===== src/rtl/load_store_unit_if.sv =====
// rtl/load_store_unit_if.sv - data-memory request/acknowledge port of the load/store unit
interface load_store_unit_if;
    logic        mem_req;
    logic        mem_we;
    logic [31:0] mem_addr;
    logic [31:0] mem_wdata;
    logic [3:0]  mem_wmask;
    logic [31:0] mem_rdata;
    logic        mem_ack;

    modport master (
        output mem_req, mem_we, mem_addr, mem_wdata, mem_wmask,
        input  mem_rdata, mem_ack
    );

    modport slave (
        input  mem_req, mem_we, mem_addr, mem_wdata, mem_wmask,
        output mem_rdata, mem_ack
    );
endinterface


===== src/rtl/load_store_unit.sv =====
// rtl/load_store_unit.sv - multi-cycle load/store unit: decode, lane align, one memory transaction
module load_store_unit (
    input  logic                      clk,
    input  logic                      reset,
    input  logic                      start,
    input  logic [31:0]               inst,
    input  logic [31:0]               addr,
    input  logic [31:0]               store_data,
    output logic                      busy,
    output logic                      done,
    output logic                      err,
    output logic [31:0]               load_data,
    load_store_unit_if.master         mem
);
    typedef enum logic {IDLE, REQ} state_t;

    state_t      state, state_n;
    logic        done_n, err_n;
    logic [31:0] load_data_n;
    logic        we_q, we_n;
    logic [31:0] maddr_q, maddr_n;
    logic [31:0] wdata_q, wdata_n;
    logic [3:0]  wmask_q, wmask_n;
    logic [2:0]  f3_q, f3_n;
    logic [1:0]  off_q, off_n;

    logic [6:0]  opcode;
    logic [2:0]  funct3;
    logic        is_load, is_store, legal, aligned;
    logic [31:0] st_wdata;
    logic [3:0]  st_wmask;
    logic [31:0] sh;
    logic [31:0] ld_ext;
    logic        unused_inst;

    assign opcode      = inst[6:0];
    assign funct3      = inst[14:12];
    assign unused_inst = ^{inst[31:15], inst[11:7]};
    assign is_load     = (opcode == 7'b0000011);
    assign is_store    = (opcode == 7'b0100011);

    always_comb begin
        legal = 1'b0;
        if (is_load)
            legal = (funct3 != 3'b011) && (funct3 != 3'b110) && (funct3 != 3'b111);
        else if (is_store)
            legal = (funct3[2] == 1'b0) && (funct3[1:0] != 2'b11);
    end

    // funct3[1:0] encodes the access size for both loads and stores
    assign aligned = !((funct3[1:0] == 2'b01 && addr[0]) ||
                       (funct3[1:0] == 2'b10 && addr[1:0] != 2'b00));

    always_comb begin
        st_wdata = store_data;
        st_wmask = 4'b1111;
        case (funct3[1:0])
            2'b00: begin
                st_wdata = {4{store_data[7:0]}};
                st_wmask = 4'b0001 << addr[1:0];
            end
            2'b01: begin
                st_wdata = {2{store_data[15:0]}};
                st_wmask = addr[1] ? 4'b1100 : 4'b0011;
            end
            default: begin
                st_wdata = store_data;
                st_wmask = 4'b1111;
            end
        endcase
    end

    assign sh = mem.mem_rdata >> {off_q, 3'b000};

    always_comb begin
        case (f3_q)
            3'b000:  ld_ext = {{24{sh[7]}}, sh[7:0]};
            3'b100:  ld_ext = {24'h0, sh[7:0]};
            3'b001:  ld_ext = {{16{sh[15]}}, sh[15:0]};
            3'b101:  ld_ext = {16'h0, sh[15:0]};
            default: ld_ext = mem.mem_rdata;
        endcase
    end

    always_comb begin
        state_n     = state;
        done_n      = 1'b0;
        err_n       = 1'b0;
        load_data_n = load_data;
        we_n        = we_q;
        maddr_n     = maddr_q;
        wdata_n     = wdata_q;
        wmask_n     = wmask_q;
        f3_n        = f3_q;
        off_n       = off_q;
        case (state)
            IDLE: begin
                if (start) begin
                    if (legal && aligned) begin
                        state_n = REQ;
                        f3_n    = funct3;
                        off_n   = addr[1:0];
                        we_n    = is_store;
                        maddr_n = {addr[31:2], 2'b00};
                        wdata_n = st_wdata;
                        wmask_n = is_store ? st_wmask : 4'b0000;
                    end else begin
                        done_n = 1'b1;
                        err_n  = 1'b1;
                    end
                end
            end
            REQ: begin
                if (mem.mem_ack) begin
                    state_n = IDLE;
                    done_n  = 1'b1;
                    if (!we_q)
                        load_data_n = ld_ext;
                end
            end
            default: state_n = IDLE;
        endcase
    end

    // async reset drops mem_req (derived from state) without waiting for a clock
    always_ff @(posedge clk or posedge reset) begin
        if (reset) begin
            state     <= IDLE;
            done      <= 1'b0;
            err       <= 1'b0;
            load_data <= 32'h0;
            we_q      <= 1'b0;
            maddr_q   <= 32'h0;
            wdata_q   <= 32'h0;
            wmask_q   <= 4'h0;
            f3_q      <= 3'h0;
            off_q     <= 2'h0;
        end else begin
            state     <= state_n;
            done      <= done_n;
            err       <= err_n;
            load_data <= load_data_n;
            we_q      <= we_n;
            maddr_q   <= maddr_n;
            wdata_q   <= wdata_n;
            wmask_q   <= wmask_n;
            f3_q      <= f3_n;
            off_q     <= off_n;
        end
    end

    assign busy          = (state == REQ);
    assign mem.mem_req   = (state == REQ);
    assign mem.mem_we    = we_q;
    assign mem.mem_addr  = maddr_q;
    assign mem.mem_wdata = wdata_q;
    assign mem.mem_wmask = wmask_q;
endmodule


===== src/flat_wrapper.sv =====
// flat-port wrapper written by rule: the top's interface ports become plain ports
module load_store_unit_flat 
  (clk, reset, start, inst, addr, store_data, busy, done, err, load_data, mem_mem_req, mem_mem_we, mem_mem_addr, mem_mem_wdata, mem_mem_wmask, mem_mem_rdata, mem_mem_ack);
  load_store_unit_if mem_i ();
  input  logic clk;
  input  logic reset;
  input  logic start;
  input  logic [31:0] inst;
  input  logic [31:0] addr;
  input  logic [31:0] store_data;
  output logic busy;
  output logic done;
  output logic err;
  output logic [31:0] load_data;
  output wire logic [$bits(mem_i.mem_req)-1:0] mem_mem_req;
  output wire logic [$bits(mem_i.mem_we)-1:0] mem_mem_we;
  output wire logic [$bits(mem_i.mem_addr)-1:0] mem_mem_addr;
  output wire logic [$bits(mem_i.mem_wdata)-1:0] mem_mem_wdata;
  output wire logic [$bits(mem_i.mem_wmask)-1:0] mem_mem_wmask;
  input wire logic [$bits(mem_i.mem_rdata)-1:0] mem_mem_rdata;
  input wire logic [$bits(mem_i.mem_ack)-1:0] mem_mem_ack;
  assign mem_mem_req = mem_i.mem_req;
  assign mem_mem_we = mem_i.mem_we;
  assign mem_mem_addr = mem_i.mem_addr;
  assign mem_mem_wdata = mem_i.mem_wdata;
  assign mem_mem_wmask = mem_i.mem_wmask;
  assign mem_i.mem_rdata = mem_mem_rdata;
  assign mem_i.mem_ack = mem_mem_ack;
  load_store_unit u_core (.clk(clk), .reset(reset), .start(start), .inst(inst), .addr(addr), .store_data(store_data), .busy(busy), .done(done), .err(err), .load_data(load_data), .mem(mem_i));
endmodule

===== config.mk =====
export PLATFORM = sky130hd
export DESIGN_NAME = load_store_unit_flat
export DESIGN_NICKNAME = d
export VERILOG_FILES = /design/src/rtl/load_store_unit_if.sv /design/src/rtl/load_store_unit.sv /design/src/flat_wrapper.sv
export SDC_FILE = /design/constraint.sdc
export NUM_CORES = 1
export LEC_CHECK = 0
export CORE_MARGIN = 5
export CORE_UTILIZATION = 38
export CTS_CLUSTER_SIZE = 16
export DETAILED_ROUTE_END_ITERATION = 7
export PLACE_DENSITY = 0.85
export SLEW_MARGIN = 20
export SYNTH_ARGS = -nofsm -noshare
export SYNTH_HDL_FRONTEND = slang
export SYNTH_SLANG_ARGS = --single-unit

===== constraint.sdc =====
create_clock -name clk -period 3.7 [get_ports clk]
set_clock_uncertainty 0.15 [all_clocks]
set_input_delay 0.74 -clock clk [delete_from_list [all_inputs] [get_ports clk]]
set_output_delay 0.74 -clock clk [all_outputs]
set_load 0.03 [all_outputs]

run_1/cell_classes.png
Drawn at 4 px/µm. Fill, decap, tap and diode cells in gray.
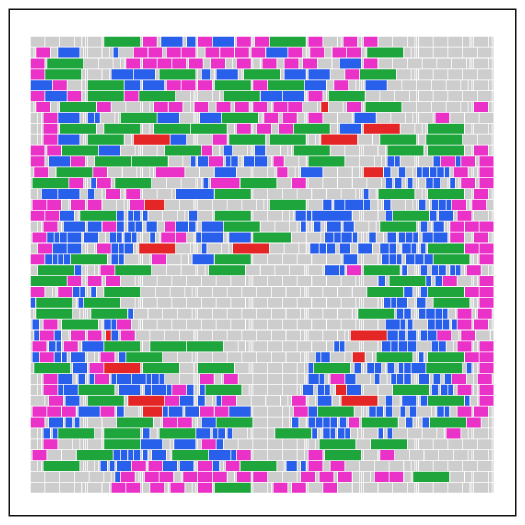
[green] flip-flops | cells: 107
[blue] all other logic | cells: 336
[magenta] other buffers and delay cells | cells: 220
[red] clock drivers and dummy loads | cells: 16
post-route cell area: 0.00769 mm²
final design utilization: 0.581

run_1/final_congestion.png
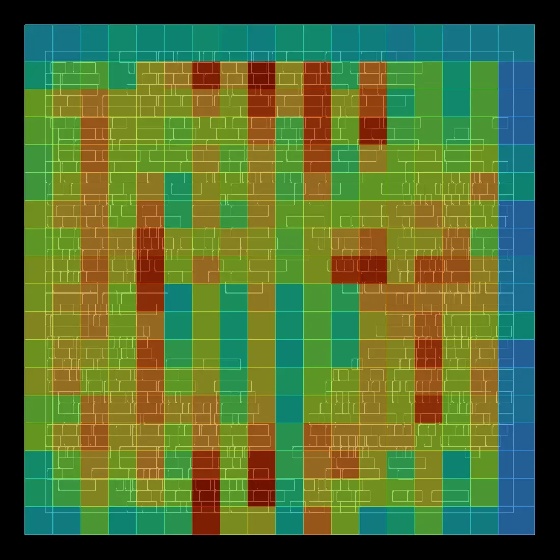
per-cell routed wire length: 17.9 µm
M3 GR Usage: 0.0660
GRT Total Usage: 0.191

run_1/registers.png
Drawn at 4 px/µm. Other sequential cells in the stronger gray, the rest of the logic in the fainter gray.
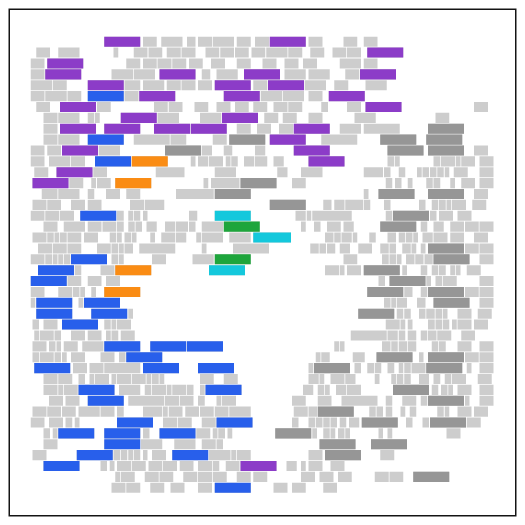
[green] u_core.off_q | sequential cells: 2
[blue] u_core.mem.mem_wdata | sequential cells: 32
[purple] u_core.mem.mem_addr | sequential cells: 30
[cyan] u_core.f3_q | sequential cells: 3
[orange] u_core.mem.mem_wmask | sequential cells: 4 | where: middle left
not colored: 36
Storage cell area: 0.00268 mm²
Power Sequential: 1.36 mW
flop share of the area: 0.348

==> run summary, run 1 <==
flow finished, numbers: M1 GR Usage 0.230, IO buf count between 200 and 250, chip width 126 µm, logic area about 0.0023 mm², Critical Path Source Type primary input, initial antenna violation count 0, syn_area_per_cell ~11 µm², WHS 332 ps, final count of hold timing violations 0, OpenROAD warning count 48, worst path arrival time 2860 ps, Setup CP Type primary input to flip-flop, Worst Tran Pin Value around 1000 ps, Yosys reg bits roughly 110, status complete, no violations, n_diodes 0, xor+xnor area frac 0, Core Box Area 0.0132 mm², GPL Wtd Cong 0.855, Dominant combinational family multiplexers, post-synth cell types 39, max layer used met4, maximum VDD drop 0.227 mV, yosys cell count ~480, top-count cell post-synth dfrtp_1, CTS tree built, largest net degree at the start of global routing 75, Via density 5.16, Final min period 2780 ps, setup TNS 0 ps, Seq share, synth 0.521, simple share 0.139, Dominant Register Cell dfrtp_1, post-synthesis async set-or-reset flop share 1.00, busiest layer in global routing met2, Tcrit/Tclk final 0.752, Yosys chip area 0.00513 mm², Post-synth EDFFs 0, CP Capture Point u_core.mem.mem_addr[10]$_DFFE_PP0P_, setup ws final about 900 ps, Cell Rows 42, CP Launch Point inst[3], hold crit path type flip-flop to flip-flop, cell count after synthesis 477
-- run 1: metrics by stage --
stage                util  std cells
floorplan               -        478
global placement    0.559        839
detailed placement  0.559        839
CTS                 0.581        855
global route        0.581        855
finish              0.581        855
-- run 1: layout make-up --
cell class	instances	share of cell area
Sequential cell	107	0.348
Timing Repair Buffer	220	0.287
Clock buffer	13	0.0351
Multi-Input combinational cell	332	0.296
Tap cell	176	0.0286
Inverter	4	0.00244
Clock inverter	3	0.00276
-- run 1: report_power, final --
part	internal (mW)	switching, mW	total, mW
clock network	0.513	0.425	0.937
registers	1.27	0.0839	1.36
logic	0.379	0.407	0.786
-- run 1: worst max-delay path, stage by stage --
cell and delay [ps]:
clkdlybuf4s50_1 400, nor4_1 610, o2111ai_4 380, buf_4 380, mux2_4 340
run_1/pdn.png
Drawn at 3 px/µm. Pins as bars on the die edge.
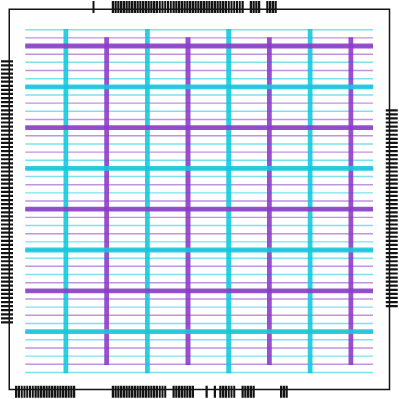

--- run 2 (diff from run 1) ---
Settings changed: CORE_UTILIZATION 38 to 42, PLACE_DENSITY 0.85 to 0.88.
Clock period 3.7 ns to 2.74 ns, I/O delays scaled along.
run_2/pdn.png
Drawn at 3 px/µm. Pins as bars on the die edge.
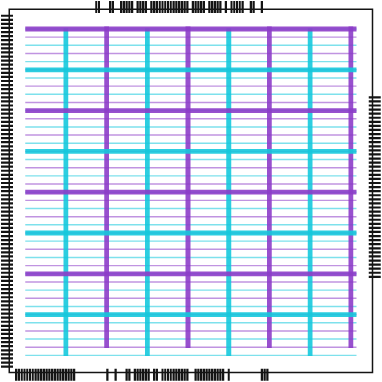
[cyan] VSS
[purple] VDD
rows: 40
met5 straps: 8
met4 straps: 8

==> run 2 against run 1 <==
  * Area after synthesis stayed put
  * Final cell count shrank 2.0%
  * Global-route usage rose by 2.8 points
  * Highest routed layer unchanged
  * First-iteration DRC count decreased by 2.7%
  * Synthesized cell count did not move
  * Via count is 2.0% higher
  * Worst setup slack got worse by 440 ps
  * Sequential power grew 33%
  * Register-to-register slack got worse by 510 ps
  * Critical path depth fell by 4
  * Total power increased by 35%
==> run summary, run 2 <==
flow finished, numbers: status complete, no violations, Clk pwr share 0.301 (-0.003), fin cells 838 (-2.0%), Final min period 2260 ps, setup TNS 0 ps (unchanged), Setup CP Type flip-flop to output pin, Dominant Register Cell dfrtp_1, crit-path cells clkdlybuf4s50_1, Critical Path Source Type flip-flop, GPL Wtd Cong 0.868 (+1.5%), P_clk 1.25 mW (+33%), Biggest consumer sequential cells, IO buf count 212 (unchanged), final count of hold timing violations 0 (unchanged), worst path arrival time 1560 ps (-1300 ps), Seq share, synth 0.521 (unchanged), Internal Power 2.87 mW (+33%), CTS tree built, post-route cell area 0.00776 mm² (+0.91%), top-count cell post-synth dfrtp_1, setup ws final 479 ps (-438 ps), hold crit path type flip-flop to flip-flop, max layer used met4, Yosys chip area 0.00513 mm² (unchanged), CP peak stage delay 730 ps (+120 ps), largest net degree at the start of global routing 55 (-27%), WHS 334 ps (+2.35 ps), post-synth cell types 39 (unchanged), Core Box Area 0.0120 mm² (-9.3%), P_sw 1.29 mW (+41%), Gate power share 0.264 (+0.009), Buffers & Inverters on Critical Path 1 (-1), initial antenna violation count 0 (unchanged), GRT Total Usage 0.219 (+0.0281), CP Capture Point mem_mem_req, switching part of the total power 0.310 (+0.0128), sequential share of power 0.436 (-0.004), CP Launch Point u_core.busy$_DFF_PP0_, Via density 5.37 (+4.1%), chip width 121 µm (-4.5%), per-cell routed wire length 19.0 µm (+6.1%), post-synthesis async set-or-reset flop share 1.00 (unchanged), n_diodes 0 (unchanged), Worst Tran Pin Value 899 ps (-77.2 ps), number of cells on the critical path 1 (-4), slowest CP cell clkdlybuf4s50_1, Comb group 1.10 mW (+40%), OpenROAD warning count 48 (unchanged), Post-synth EDFFs 0 (unchanged), maximum VDD drop 0.323 mV (+42%)
run_2/final_congestion.png
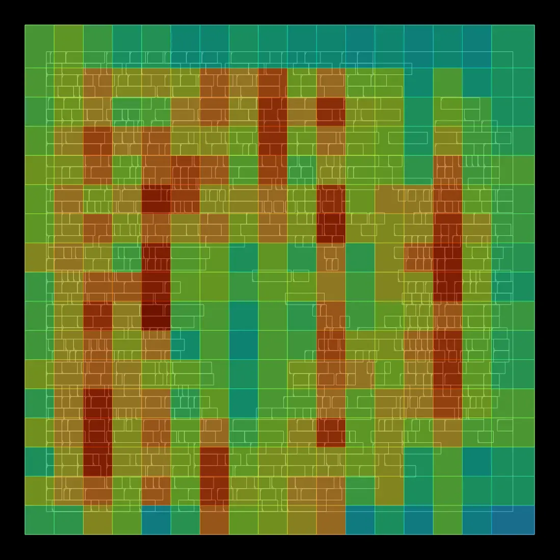
M3 GR Usage: 0.0907
busiest layer in global routing: met2

run 2: cells by family (layout without fill, tap and decap cells):
family                 count (synthesis)  in the layout  synth area share
AND/OR/NAND/NOR                      153            153             0.139
flip-flops                           107            107             0.521
AND-OR/OR-AND                        100            100             0.110
multiplexers                          77             77             0.190
buffers and inverters                 39            252            0.0390
other                                  1              2          0.000730
run 2: layout make-up:
cell class	count	area, µm²	share of cell area
clock buffer	9	225	0.0290
clock inverter	7	58.8	0.00757
tap	147	184	0.0237
timing repair buffer	232	2320	0.299
sequential	107	2680	0.345
inverter	4	18.8	0.00242
multi-input combinational	332	2280	0.293
run 2: layer usage:
layer  global-route usage  up-vias
met3               0.0907       21
li1                     -     2071
met4               0.0708        0
met5                    0        -
met1                0.245     2202
met2                0.380      207
run_2/registers.png
Drawn at 4 px/µm. Other sequential cells in the stronger gray, the rest of the logic in the fainter gray.
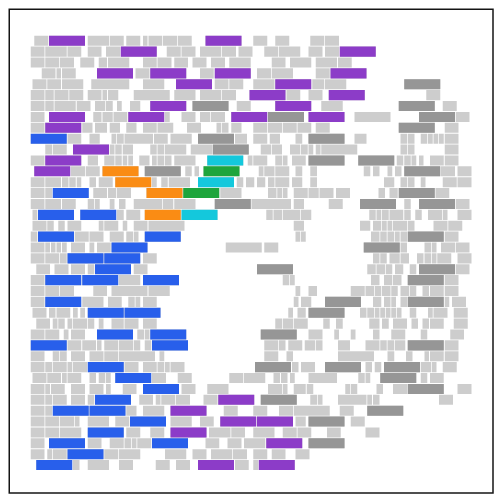

--- run 3 (diff from run 2) ---
Clock period 2.74 ns to 2.19 ns, I/O delays scaled along.
run_3/registers.png
Drawn at 4 px/µm. Other sequential cells in the stronger gray, the rest of the logic in the fainter gray.
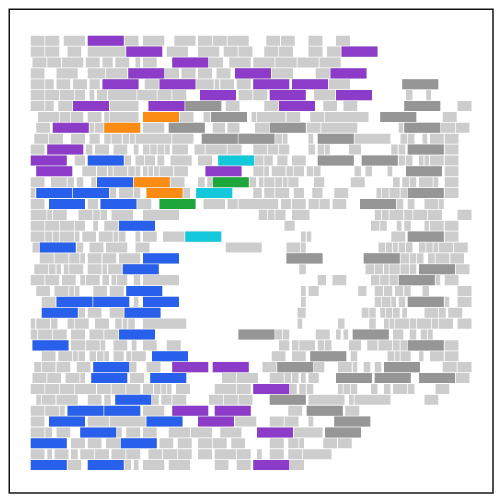
[blue] u_core.mem.mem_wdata | sequential cells: 32
[orange] u_core.mem.mem_wmask | sequential cells: 4
[cyan] u_core.f3_q | sequential cells: 3
[green] u_core.off_q | sequential cells: 2
[purple] u_core.mem.mem_addr | sequential cells: 30
not colored: 36
flop share of the area: 0.337
Storage cell area: 0.00268 mm²
Power Sequential: 2.26 mW

==> run 3 against run 2 <==
  * Core utilization is 1.4 points higher
  * Global-route usage is 0.54 points higher
  * Synthesized cell count stayed put
  * Clock-buffer cell count is 1 higher
  * Via count is 1.4% higher
  * Total power is 32% higher
  * Sequential share of layout area is 0.76 points lower
  * Non-clock buffer count is 12 higher
  * Cell area is 2.2% higher
  * Sequential cell count stayed put
  * Area after synthesis stayed put
  * Critical path depth is 5 higher
  * Highest routed layer unchanged
==> run summary, run 3 <==
flow finished, numbers: Clk pwr share 0.331 (+0.030), Seq share, synth 0.521 (unchanged), H-tree levels 3, inverters 4 (unchanged), final count of hold timing violations 0 (unchanged), R2R Path End u_core.mem.mem_addr[25]$_DFFE_PP0P_, worst path arrival time 2230 ps (+670 ps), post-route cell area 0.00794 mm² (+2.2%), total CTS buffers 9, Dominant Register Cell dfrtp_1, Synth top area share 0.521, status complete, no violations, Yosys reg bits 107, Top class by area sequential cells, clock network area share 0.0422 (+0.00566), Critical Path Source Type primary input, CP peak stage delay 480 ps (-250 ps), Yosys chip area 0.00513 mm² (unchanged), sequential share of power 0.413 (-0.023), switching part of the total power 0.294 (-0.0157), CP Capture Point u_core.mem.mem_addr[25]$_DFFE_PP0P_, clock buffer count 10 (+1), M1 GR Usage 0.252 (+0.00659), post-synthesis async set-or-reset flop share 1.00 (unchanged), CP Launch Point inst[12], OpenROAD warning count 48 (unchanged), Final min period approximately 2100 ps, IO buf count 212 (unchanged), multi-input gates 332 (unchanged), fin cells 850 (+1.4%), I/O pin cnt ~240, max layer used met4, CTS tree built, Tcrit/Tclk final 0.981, initial antenna violation count 0 (unchanged), Slew Limit Headroom 0.419, M3 GR Usage 0.0856 (-0.00514), per-cell routed wire length 18.9 µm (-0.24%), largest net degree at the start of global routing 60 (+9.1%), final-report setup violation count 0, Comb group 1.40 mW (+27%), maximum VDD drop 0.536 mV (+66%), Core Box Area 0.0120 mm² (unchanged), seq_cells 107 (unchanged), Post-synth EDFFs 0 (unchanged), GPL Wtd Cong 0.868 (about the same), logic area 0.00228 mm² (+0.27%), hold crit path type flip-flop to flip-flop, post-synth cell types 39 (unchanged), Via density 5.37 (about the same), WHS 335 ps (+0.758 ps), busiest layer in global routing met2, Gate power share 0.256 (-0.008), Power Dens Cells just under 700 mW/mm², crit-path cells clkdlybuf4s50_1 -> a221oi_1 -> buf_4 -> o2111ai_4 -> buf_12 -> mux2_4, GRT Total Usage 0.225 (+0.00535), top-count cell post-synth dfrtp_1, Internal Power 3.86 mW (+35%), n_diodes 0 (unchanged), crit path max fanout 43, P_sw 1.61 mW (+25%), area leader, netlist dfrtp_1, bufs w/o clock 244 (+5.2%), Data required, critical path between 2000 and 2500 ps, Comb area share 0.288 (-0.00564), Cell Rows 40, tapcell count 147 (unchanged), number of cells on the critical path 6 (+5), met2 wire len about 8000 µm, DPL Wire Length 12300 µm, buffering overhead 0.307 (+0.00811), Latency at later pin 350 ps, die height ~120 µm, Buffers & Inverters on Critical Path 3 (+2), chip width 121 µm (unchanged), Setup CP Type primary input to flip-flop, Area Growth Syn to Fin 54.6%, placed cells 834, Detailed Route Iter0 Violations 458, global routing usage on met2 0.383 (+0.00314), slowest CP cell clkdlybuf4s50_1, Biggest consumer sequential cells, cell count after synthesis 477, P_clk 1.81 mW (+45%), Worst Tran Pin Value 868 ps (-31.0 ps)
run_3/pdn.png
Drawn at 3 px/µm. Pins as bars on the die edge.
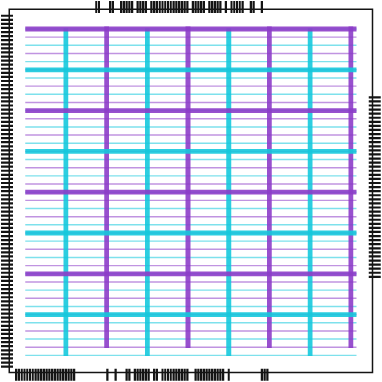
[purple] VDD
[cyan] VSS
rows: 40
met1 rails: 41
met5 straps: 8

-- run 3: cell families after synthesis --
kind of cell    Yosys count  share of synthesized area
buf+inv                  39                     0.0390
simple gates            153                      0.139
mux                      77                      0.190
compound gates          100                      0.110
flops                   107                      0.521
other cells               1                   0.000730
-- run 3: per-stage QoR --
stage | power [mW] | worst slack [ps] | util | TNS (ps)
floorplan | 2.97 | 309 | - | 0
global placement | 3.65 | -233 | 0.632 | -11270
detailed placement | 3.70 | -297 | 0.632 | -16080
CTS | 5.51 | 10.7 | 0.660 | 0
global route | 5.69 | 10.8 | 0.661 | 0
finish | 5.47 | 42.1 | 0.661 | 0
-- run 3: worst reg2reg max path: cells and delay by family, from the launching register on --
kind            cells  cell delay (ps)
mux                 1              340
flops               1              470
compound gates      1              240
simple gates        1              290
buf+inv             1              250
No activity file was given, so power comes from the tool's default toggle rates.
